`config.mk`:
```
export PLATFORM = sky130hd
export DESIGN_NAME = pc_sequencer_flat
export DESIGN_NICKNAME = d
export VERILOG_FILES = /design/src/rtl/pc_sequencer_if.sv /design/src/rtl/pc_sequencer.sv /design/src/flat_wrapper.sv
export SDC_FILE = /design/constraint.sdc
export NUM_CORES = 1
export LEC_CHECK = 0
export ABC_CLOCK_PERIOD_IN_PS = 2000
export CORE_MARGIN = 5
export CORE_UTILIZATION = 44
export CTS_CLUSTER_SIZE = 16
export DETAILED_ROUTE_END_ITERATION = 10
export GPL_ROUTABILITY_DRIVEN = 0
export PLACE_DENSITY = 0.77
export SYNTH_ARGS = -nofsm -noshare
export SYNTH_HDL_FRONTEND = slang
export SYNTH_SLANG_ARGS = --single-unit
```
`constraint.sdc`:
```
create_clock -name clock -period 2 [get_ports clock]
set_input_delay 0.2 -clock clock [delete_from_list [all_inputs] [get_ports clock]]
set_output_delay 0.2 -clock clock [all_outputs]
set_load 0.005 [all_outputs]
```
`src/rtl/pc_sequencer_if.sv`:
```
// Control bus between the jump-decision stage and the PC sequencer.
// The master drives the control inputs; the sequencer (slave) returns the
// PC and the phase indicators.
interface pc_sequencer_if #(
  parameter int PC_WIDTH = 8
);
  logic                en_pc;
  logic [PC_WIDTH-1:0] jump_addr;
  logic                stall;
  logic                halt;
  logic [PC_WIDTH-1:0] pc;
  logic                fetch;
  logic                decode;
  logic                execute;
  logic                increment;
  logic                halted;

  modport master (
    output en_pc, jump_addr, stall, halt,
    input  pc, fetch, decode, execute, increment, halted
  );

  modport slave (
    input  en_pc, jump_addr, stall, halt,
    output pc, fetch, decode, execute, increment, halted
  );
endinterface

```
`src/rtl/pc_sequencer.sv`:
```
// Instruction-phase sequencer with program counter.
// It steps FETCH -> DECODE -> EXECUTE -> INCREMENT and can divert to an
// absorbing HALT state from DECODE. A jump target is loaded in EXECUTE and
// the PC is incremented in INCREMENT, both only when en_pc is high.
// stall freezes everything. The phase outputs are taken directly from a
// one-hot state register, so they are registered and change together with
// the state.
module pc_sequencer #(
  parameter int                  PC_WIDTH     = 8,
  parameter logic [PC_WIDTH-1:0] RESET_VECTOR = '0
) (
  input logic            clock,
  input logic            clear,
  pc_sequencer_if.slave  bus
);

  // The one-hot encoding lets each phase output be a plain state flop.
  typedef enum logic [4:0] {
    S_FETCH     = 5'b00001,
    S_DECODE    = 5'b00010,
    S_EXECUTE   = 5'b00100,
    S_INCREMENT = 5'b01000,
    S_HALT      = 5'b10000
  } state_t;

  state_t              r_state;
  state_t              w_next;
  logic [PC_WIDTH-1:0] r_pc;
  logic [PC_WIDTH-1:0] w_pc_inc;

  // The increment wraps naturally modulo 2^PC_WIDTH.
  assign w_pc_inc = r_pc + {{(PC_WIDTH-1){1'b0}}, 1'b1};

  // State register. A low clear forces FETCH at once.
  always_ff @(posedge clock or negedge clear) begin
    if (!clear) r_state <= S_FETCH;
    else        r_state <= w_next;
  end

  // Next-state logic. A stall holds the state and takes priority over halt.
  // Illegal encodings recover to FETCH.
  always_comb begin
    w_next = r_state;
    if (!bus.stall) begin
      unique case (r_state)
        S_FETCH:     w_next = S_DECODE;
        S_DECODE:    w_next = bus.halt ? S_HALT : S_EXECUTE;
        S_EXECUTE:   w_next = S_INCREMENT;
        S_INCREMENT: w_next = S_FETCH;
        S_HALT:      w_next = S_HALT;
        default:     w_next = S_FETCH;
      endcase
    end
  end

  // PC register. The jump load happens in EXECUTE and the increment in
  // INCREMENT, each gated by en_pc. A stall blocks both. A clear in the
  // middle of a cycle discards any update that was pending.
  always_ff @(posedge clock or negedge clear) begin
    if (!clear) begin
      r_pc <= RESET_VECTOR;
    end else if (!bus.stall && bus.en_pc) begin
      if (r_state == S_EXECUTE)        r_pc <= bus.jump_addr;
      else if (r_state == S_INCREMENT) r_pc <= w_pc_inc;
    end
  end

  assign bus.pc        = r_pc;
  assign bus.fetch     = r_state[0];
  assign bus.decode    = r_state[1];
  assign bus.execute   = r_state[2];
  assign bus.increment = r_state[3];
  assign bus.halted    = r_state[4];

endmodule
```
`src/flat_wrapper.sv`:
```
// flat-port wrapper written by rule: the top's interface ports become plain ports
module pc_sequencer_flat 
#(
  parameter int                  PC_WIDTH     = 8,
  parameter logic [PC_WIDTH-1:0] RESET_VECTOR = '0
)
  (clock, clear, bus_en_pc, bus_jump_addr, bus_stall, bus_halt, bus_pc, bus_fetch, bus_decode, bus_execute, bus_increment, bus_halted);
  pc_sequencer_if #(.PC_WIDTH(PC_WIDTH)) bus_i ();
  input logic clock;
  input logic clear;
  input wire logic [$bits(bus_i.en_pc)-1:0] bus_en_pc;
  input wire logic [$bits(bus_i.jump_addr)-1:0] bus_jump_addr;
  input wire logic [$bits(bus_i.stall)-1:0] bus_stall;
  input wire logic [$bits(bus_i.halt)-1:0] bus_halt;
  output wire logic [$bits(bus_i.pc)-1:0] bus_pc;
  output wire logic [$bits(bus_i.fetch)-1:0] bus_fetch;
  output wire logic [$bits(bus_i.decode)-1:0] bus_decode;
  output wire logic [$bits(bus_i.execute)-1:0] bus_execute;
  output wire logic [$bits(bus_i.increment)-1:0] bus_increment;
  output wire logic [$bits(bus_i.halted)-1:0] bus_halted;
  assign bus_i.en_pc = bus_en_pc;
  assign bus_i.jump_addr = bus_jump_addr;
  assign bus_i.stall = bus_stall;
  assign bus_i.halt = bus_halt;
  assign bus_pc = bus_i.pc;
  assign bus_fetch = bus_i.fetch;
  assign bus_decode = bus_i.decode;
  assign bus_execute = bus_i.execute;
  assign bus_increment = bus_i.increment;
  assign bus_halted = bus_i.halted;
  pc_sequencer #(.PC_WIDTH(PC_WIDTH), .RESET_VECTOR(RESET_VECTOR)) u_core (.clock(clock), .clear(clear), .bus(bus_i));
endmodule
```
==> impl_metrics.toml <==
# implementation run metrics
[placed_design]
place_ws_ns = 0.182
place_area_um2 = 1050
hpwl_mm = 1.46
dp.cells = 132
io_buffers = 25

[logic_synthesis]
synth.logic.top_family = "AND-OR/OR-AND gates"
top_cell_area_share_pct = 38.5
ys_ff = 13
top_cells_by_area = "dfrtp_1 (38%), a2bb2oi_1 (4.5%), o21ai_0 (4.5%)"
ys_sh_aoi_pct = 24.0
syn_inst = 85
ys_warn_count = 0
yosys_area_um2 = 781
syn_nets = 99
synth_cell_type_count = 33
synth-simple-area-share_pct = 21.6
synth-edff-count = 0
async_flop_share_pct = 100
yosys_cells = 85
synthXorXnorAreaFrac_pct = 2.24
top_cell = "dfrtp_1"
synth_area_leader_cell = "dfrtp_1"
synth_area_per_cell_um2 = 9.19
ff_type = "dfrtp_1"
ys_sh_adder_pct = 1.60
ys_seq_share_pct = 41.8
synthTopCellsByCount = "dfrtp_1 (12), nor2_1 (8), o21ai_0 (7), nand2_1 (6)"
synthMuxAreaShare_pct = 2.56

[worst_setup_path]
crit_fanout = 13
crit_chain = "or3_1 > buf_4 > or2_1 > a21oi_1 > a2bb2oi_1"
cp-startpoint = "u_core.r_state[0]"
cp-start-kind = "flip-flop"
slowest_delay_ns = 0.41
cp.depth = 5
r2r_end = "u_core.bus.pc[3]"
cp_data_arrival_time_ns = 2.03
worstSetupPathType = "flip-flop to flip-flop"
crit_buf_inv = 1
reg2reg_slack_ns = 0.16
crit_path_end = "u_core.bus.pc[3]"
end_kind = "flip-flop"
crit-reg2reg-launch = "u_core.r_state[0]"
rr_worst_depth = 5
cpMaxStageDelayCell = "dfstp_2"
path_delay_family = "simple AND/OR/NAND/NOR gates"
worstPathRequired_ns = 2.18

[finish]
largest_reg_flops = 8
signal_buffers = 30
logic_area_um2 = 407
ff_count = 13
dominant_cells = "multi-input combinational cells"
fin_nets = 126
nonClkBufAreaFrac_pct = 26.7
clk_share_pct = 2.44
final_common_cell = "clkdlybuf4s50_1"
non_clock_inverter_count = 0
nClkBuffers = 4
fin_area_um2 = 1080
logic_gate_count = 64
fillCellCount = 153
stdcell_count = 136
area_growth_pct = 38.1
lay_top_cells = "clkdlybuf4s50_1 (25), dfrtp_1 (12), nor2_1 (8)"
regArea_um2 = 327
diodes = 0

[power_and_ir_drop]
p_switching_mw = 0.340
powerClk_mw = 0.163
power_density_nw_per_um2 = 918
ir_worst_vdd_mv = 0.636
internal-power_mw = 0.651
power_frac_clock_pct = 16.5
p_total_mw = 0.990
top_power_group = "combinational logic"
seq_power_share_pct = 41.5
switching_share_pct = 34.3
comb_cell_power_mw = 0.416
pwr-share-comb_pct = 42.0
seq-power_mw = 0.411
p_leak_nw = 0.417

[clocking]
postCtsSetupRepairBufs = 0
cts_tree = "built"
clk_path_buf_depth = 2
insertion_delay_ns = 0.27
path_clk_slew_ns = 0.08
cts-root-buf = "clkbuf_4"
cts_resized = 0
cts.sinks = 13
numCtsBuffers = 3
h-tree-depth = 1
hold_buffers = 0

[final_timing]
finalSetupViolCount = 0
timing.hold.ws_ns = 0.295
rsz0062_at_grt = "false"
fmax_ghz = 0.543
period_used_pct = 92.1
tightest_slew_ns = 0.585
fin_worst_skew_ns = 0.00212
hold_viol = 0
fin_ws_ns = 0.158
setup_tns_ns = 0
slew_headroom_pct = 60.9
drv_slew = 0
layout_min_cycle_time_ns = 1.84

[die]
pin_count = 26
die_h_um = 52.1
dieArea_um2 = 2720
tapCellCount = 25
fp_util_pct = 45.7
row_count = 15
core_area_um2 = 1710
die_x_um = 52.1

[grt]
grt_pass1_vias = 753
gr-total-overflow = 0
grt_max_degree = 14
antenna_found_initial = 0
grt_pass1_wl_mm = 3.22
grtUsageTotal_pct = 15.6

[status]
status = "completed"

[routing]
vias = 748
drt_iter0_drc = 18
routed_wl_mm = 1.95
ant_nets = 0
drc = 0
avgViaCountPerCell = 5.50
drt_first_pass_iters = 4

[flow_run]
cap_violations = 0
warning_count = 26

[min_path]
hp-class = "input port to async pin"
## routing by layer
layer	track usage (%)	vias up	routed length, µm
li1	-	370	-
met1	19.1	353	859
met2	27.0	25	945
met3	4.87	0	140
met4	2.62	0	0
met5	0	-	0
## how the worst min path moves through the flow
| stage | startpoint | to | slack (ns) |
|---|---|---|---|
| detailed placement | u_core.r_state[0] | u_core.r_state[0] | 0.55 |
| floorplan | clear | u_core.bus.pc[0] | -0.1 |
| CTS | clear | u_core.bus.pc[1] | 0.32 |
| global route | clear | u_core.bus.pc[1] | 0.34 |
| finish | clear | u_core.bus.pc[1] | 0.29 |
| global placement | u_core.r_state[0] | u_core.r_state[0] | 0.54 |
**Congestion heat map**

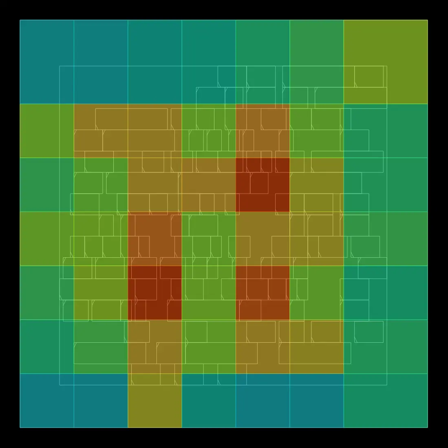
met2 Usage GRT: 27.0%
met1 Use GR: 19.1%
busiest grt layer: met2
DR WL/cell: 14.3 µm

**Placed cells, one color a class**

(8 px per µm)
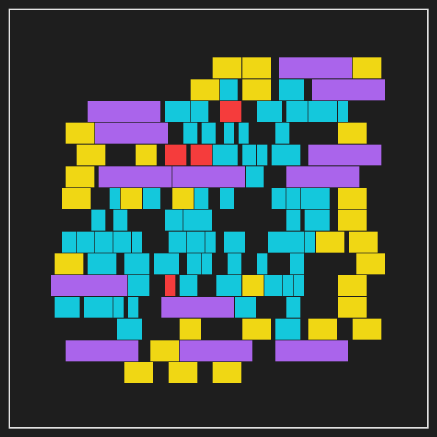
class	color	cells
remaining buffers and delay cells	yellow	30
clock drivers and dummy loads	red	4
registers	purple	13
remaining logic cells	cyan	64
flop share of the area: 30.3%
final core occ: 63.2%

**Close-up of the layout**

Window x 1 to 26, y 27 to 52 µm. Cells in gray, sequential cells in the stronger gray; small squares are vias.
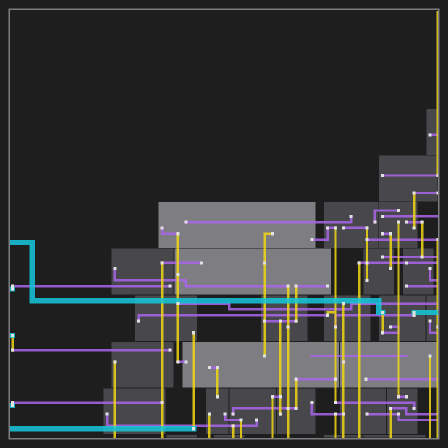
layer	color
M3	cyan
M2	yellow
M1	purple
most frequent	clkdlybuf4s50_1 (5), dfrtp_1 (4), buf_4 (3)
sequential cells in the window	4
netlist names of flops here include	u_core.bus.pc (2), u_core.r_state (2)
cells with their middle in the window	21

**Met1 routing**

(10 px per µm)
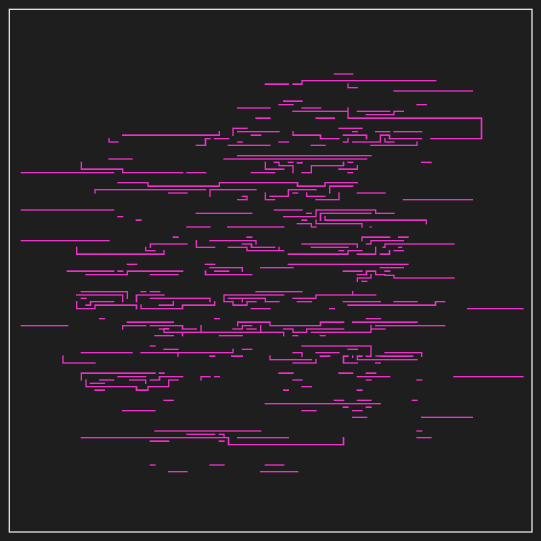
main direction	horizontal
longest straight run	14.7 µm
wire length on this layer	860 µm
share of all routed wire	44%

**Sizing map**

(8 px per µm)
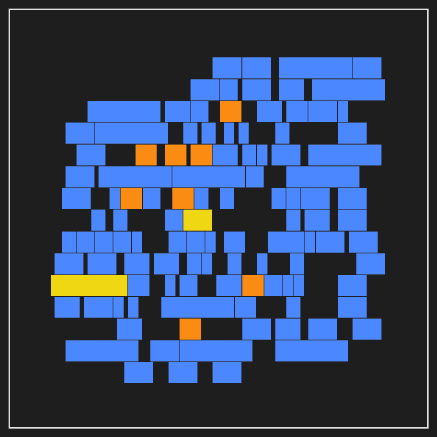
size	color	cells	share
x1 and smaller	blue	101	91%
x2	yellow	2	1.8%
x3 and x4	orange	8	7.2%

No activity file was given, so power comes from the tool's default toggle rates.
